--- config.mk ---
export PLATFORM = sky130hd
export DESIGN_NAME = sort_seq
export DESIGN_NICKNAME = d
export VERILOG_FILES = /design/src/rtl/sort_seq.sv
export SDC_FILE = /design/constraint.sdc
export NUM_CORES = 1
export LEC_CHECK = 0
export ABC_AREA = 0
export ABC_CLOCK_PERIOD_IN_PS = 9500
export CORE_AREA = 2 2 271 206
export CTS_CLUSTER_DIAMETER = 80
export CTS_CLUSTER_SIZE = 28
export DETAILED_ROUTE_END_ITERATION = 10
export DIE_AREA = 0 0 273 208
export SYNTH_ARGS = -nofsm -noshare
export SYNTH_HDL_FRONTEND = slang
export SYNTH_SLANG_ARGS = --single-unit
--- constraint.sdc ---
create_clock -name clk -period 9.5 [get_ports clk]
set_input_delay 1.9 -clock clk [delete_from_list [all_inputs] [get_ports clk]]
set_output_delay 1.9 -clock clk [all_outputs]
set_load 0.005 [all_outputs]
--- src/rtl/sort_seq.sv ---
// Sequential bubble sorter for DEPTH sign-magnitude words: LOAD -> SORT -> OUT.
// Optional macro SORT_EARLY_EXIT_EN ends SORT after the first pass with no swaps.
module sort_seq #(
    parameter int N     = 23,
    parameter int M     = 8,
    parameter int L     = N + M + 1,
    parameter int DEPTH = 8
) (
    input  logic         clk,
    input  logic         rst,
    input  logic         in_valid,
    output logic         in_ready,
    input  logic [L-1:0] in_data,
    output logic         out_valid,
    input  logic         out_ready,
    output logic [L-1:0] out_data,
    output logic         busy
);

    localparam int IW = (DEPTH > 2) ? $clog2(DEPTH) : 1;
    localparam logic [IW-1:0] LAST_SLOT = IW'(DEPTH - 1);
    localparam logic [IW-1:0] LAST_CMP  = IW'(DEPTH - 2);

    typedef enum logic [1:0] {
        LOAD = 2'd0,
        SORT = 2'd1,
        OUT  = 2'd2
    } state_t;

    state_t        state_r, state_s;
    logic [IW-1:0] wr_idx_r, wr_idx_s;
    logic [IW-1:0] rd_idx_r, rd_idx_s;
    logic [IW-1:0] pass_r, pass_s;
    logic [IW-1:0] cmp_r, cmp_s;
    logic [IW-1:0] cmp_nx_s;
    logic [L-1:0]  mem_r [DEPTH];
    logic [L-1:0]  lo_s, hi_s;
    logic          swap_s;
    logic          sort_done_s;
`ifdef SORT_EARLY_EXIT_EN
    logic          swapped_r, swapped_s;
`endif

    // Ordering on sign-magnitude words; +0 ranks above -0, identical words tie.
    function automatic logic word_gt(input logic [L-1:0] a, input logic [L-1:0] b);
        logic res;
        if (a == b) begin
            res = 1'b0;
        end else if (a[L-1] != b[L-1]) begin
            res = ~a[L-1];
        end else if (a[L-1] == 1'b0) begin
            res = (a[L-2:0] > b[L-2:0]);
        end else begin
            res = (a[L-2:0] < b[L-2:0]);
        end
        return res;
    endfunction

    // Next-state, index updates and compare/swap decision.
    always_comb begin
        state_s     = state_r;
        wr_idx_s    = wr_idx_r;
        rd_idx_s    = rd_idx_r;
        pass_s      = pass_r;
        cmp_s       = cmp_r;
        cmp_nx_s    = cmp_r + IW'(1);
        lo_s        = mem_r[cmp_r];
        hi_s        = mem_r[cmp_nx_s];
        swap_s      = (state_r == SORT) && word_gt(lo_s, hi_s);
        sort_done_s = (pass_r == LAST_CMP);
`ifdef SORT_EARLY_EXIT_EN
        swapped_s   = 1'b0;
        if (state_r == SORT && cmp_r != LAST_CMP) begin
            swapped_s = swapped_r | swap_s;
        end else begin
            swapped_s = 1'b0;
        end
        // A full pass without a single swap means the array is already ordered.
        if (!(swapped_r | swap_s)) begin
            sort_done_s = 1'b1;
        end else begin
            sort_done_s = (pass_r == LAST_CMP);
        end
`endif
        case (state_r)
            LOAD: begin
                if (in_valid) begin
                    if (wr_idx_r == LAST_SLOT) begin
                        wr_idx_s = {IW{1'b0}};
                        state_s  = SORT;
                    end else begin
                        wr_idx_s = wr_idx_r + IW'(1);
                    end
                end else begin
                    wr_idx_s = wr_idx_r;
                end
            end
            SORT: begin
                if (cmp_r == LAST_CMP) begin
                    cmp_s = {IW{1'b0}};
                    if (sort_done_s) begin
                        pass_s   = {IW{1'b0}};
                        rd_idx_s = {IW{1'b0}};
                        state_s  = OUT;
                    end else begin
                        pass_s = pass_r + IW'(1);
                    end
                end else begin
                    cmp_s = cmp_nx_s;
                end
            end
            OUT: begin
                if (out_ready) begin
                    if (rd_idx_r == LAST_SLOT) begin
                        rd_idx_s = {IW{1'b0}};
                        wr_idx_s = {IW{1'b0}};
                        state_s  = LOAD;
                    end else begin
                        rd_idx_s = rd_idx_r + IW'(1);
                    end
                end else begin
                    rd_idx_s = rd_idx_r;
                end
            end
            default: begin
                state_s = LOAD;
            end
        endcase
    end

    // State and index registers with synchronous reset.
    always_ff @(posedge clk) begin
        if (rst) begin
            state_r  <= LOAD;
            wr_idx_r <= {IW{1'b0}};
            rd_idx_r <= {IW{1'b0}};
            pass_r   <= {IW{1'b0}};
            cmp_r    <= {IW{1'b0}};
        end else begin
            state_r  <= state_s;
            wr_idx_r <= wr_idx_s;
            rd_idx_r <= rd_idx_s;
            pass_r   <= pass_s;
            cmp_r    <= cmp_s;
        end
    end

`ifdef SORT_EARLY_EXIT_EN
    // Per-pass swap flag.
    always_ff @(posedge clk) begin
        if (rst) begin
            swapped_r <= 1'b0;
        end else begin
            swapped_r <= swapped_s;
        end
    end
`endif

    // Word storage: not reset, written by loads and by swaps.
    always_ff @(posedge clk) begin
        if (rst) begin
            mem_r[0] <= mem_r[0];
        end else if (state_r == LOAD && in_valid) begin
            mem_r[wr_idx_r] <= in_data;
        end else if (swap_s) begin
            mem_r[cmp_r]    <= hi_s;
            mem_r[cmp_nx_s] <= lo_s;
        end else begin
            mem_r[0] <= mem_r[0];
        end
    end

    // in_ready is held low for as long as rst is asserted.
    assign in_ready  = (state_r == LOAD) && !rst;
    assign out_valid = (state_r == OUT);
    assign busy      = (state_r == SORT) || (state_r == OUT);
    assign out_data  = (state_r == OUT) ? mem_r[rd_idx_r] : {L{1'b0}};

endmodule

==> impl_metrics.ini <==
; generated from flow reports
[cells_and_area]
instances_no_fill = 2121
lay_top_cells = mux2i_1 (439), edfxtp_1 (256), mux4_2 (130), clkdlybuf4s50_1 (70), inv_1 (68)
largest_register_ffs = 256
fin_util_pct = 38.19
n_all_buffers = 101
nMultiInputCombCells = 929
largest_class = logic gates
layout.nets = 1467
fillers = 5193
area_growth_pct = 9.975
inverters = 68

[floorplan]
fp_util_pct = 34.73
n_tap_cell = 722

[routing]
wl_per_cell_um = 27.03
antenna_left = 0
num_vias = 12680
firstDrtPassIters = 7
routed_wl_mm = 57.34
met1Wirelength_mm = 25.79
wl_met3_mm = 4.048
dr_wl_met2_mm = 26.30

[synth]
top_area_share_pct = 40.94
top_logic_kind = multiplexers
flop_cell = edfxtp_1
yosys_area_um2 = 18780
yosys_warnings = 0
ys_cells = 1381
synth.area.mux_share_pct = 41.33

[power_and_ir_drop]
power_sequential_w = 0.00154
power_leader = sequential cells
powerDensity_nw_per_um2 = 186.5
p_switching_w = 0.001409
p_int_w = 0.002442

[worst_setup_path]
worstReg2RegStart = cmp_r[0]
worstReg2RegEnd = mem_r[7][14]
cp.depth = 15
rrSetupSlack_ps = 1710
critPathLaunch = cmp_r[0]
crit_end = mem_r[7][14]
critical_path_class = reg2reg
cp_max_fo = 54
worst-path-buf-inv = 3
crit_family = AND-OR/OR-AND gates
path_cells = buf_4 > buf_4 > mux2i_1 > o22ai_1 > nor2_1 > ha_1 > nand4_1 > o221ai_1 > a21oi_1 > o211ai_1 > or4b_1 > a31oi_4 > a22oi_1 > o21bai_4 > buf_4
required_ps = 9680

[clock_tree]
htreeDepth = 1
clock-root-buffer = clkbuf_16
cts_hold_repair.buffers = 0
numClockSinks = 276
cts_resized = 0
clock_path_buffers = 3
cts_buffers = 15

[placement]
portBuffers = 70
dp_hpwl_mm = 33.96
place_ws_ps = 1885

[status]
status = completed

[global_route]
antenna_found_initial = 0
grtUsageMet1_pct = 28.95
grt_max_degree = 65
grt_use_met3_pct = 2.874
grt-ovfl-total = 0

[timing]
final_hold_viol_count = 0
setup_slack_ps = 1713
grt_setup_unrepaired = false
fmax_mhz = 128.4
max_slew_margin_pct = 22.45
clock_skew_ps = 41.20
layout_min_cycle_time_ps = 7787

[min_path]
worstHoldPathCells = 2
hp-start = rd_idx_r[1]

[job]
cap_viol_max_count = 0
### Floorplan with the power grid

Scale bar: 100 um. Pins as bars on the die edge.
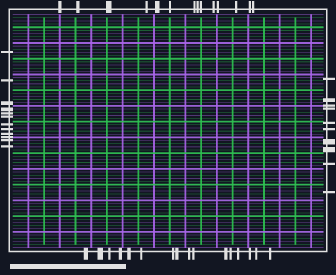
purple -> VSS
green -> VDD
rows = 74
signal pins = 71
met4 straps = 19
die x size: 273 um
CORE AREA: 54070 um^2
peak supply drop: 0.09819 mV

### Placed cells, one colour a class

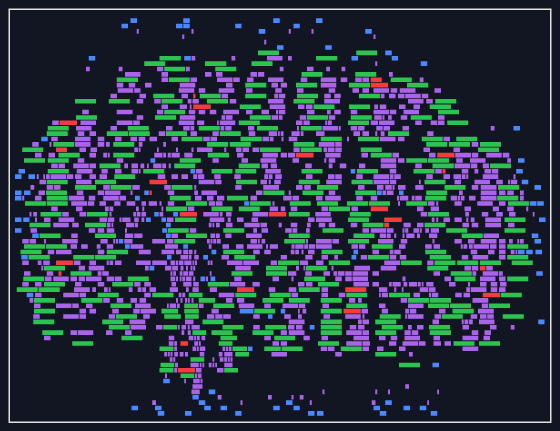
green -> flops  # cells 276, share of their area 41%
purple -> combinational and other logic  # cells 997, share of their area 52%
blue -> other buffers and delay cells  # cells 101, share of their area 4.8%
red -> clock drivers and dummy loads  # cells 25, share of their area 2.4%
final instance area: 20650 um^2
sequential cell area share: 39.27%

### Clock distribution

Scale bar: 100 um.
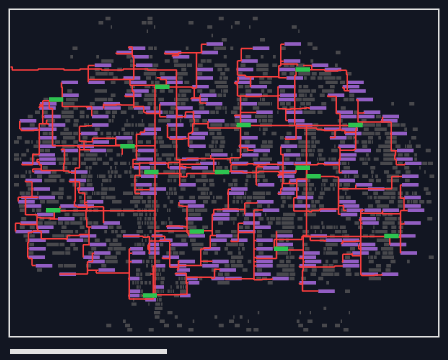
purple -> flip-flops  # count 276
red -> clock wires  # length 3870 um
green -> clock drivers  # count 15
routed clock nets = 16

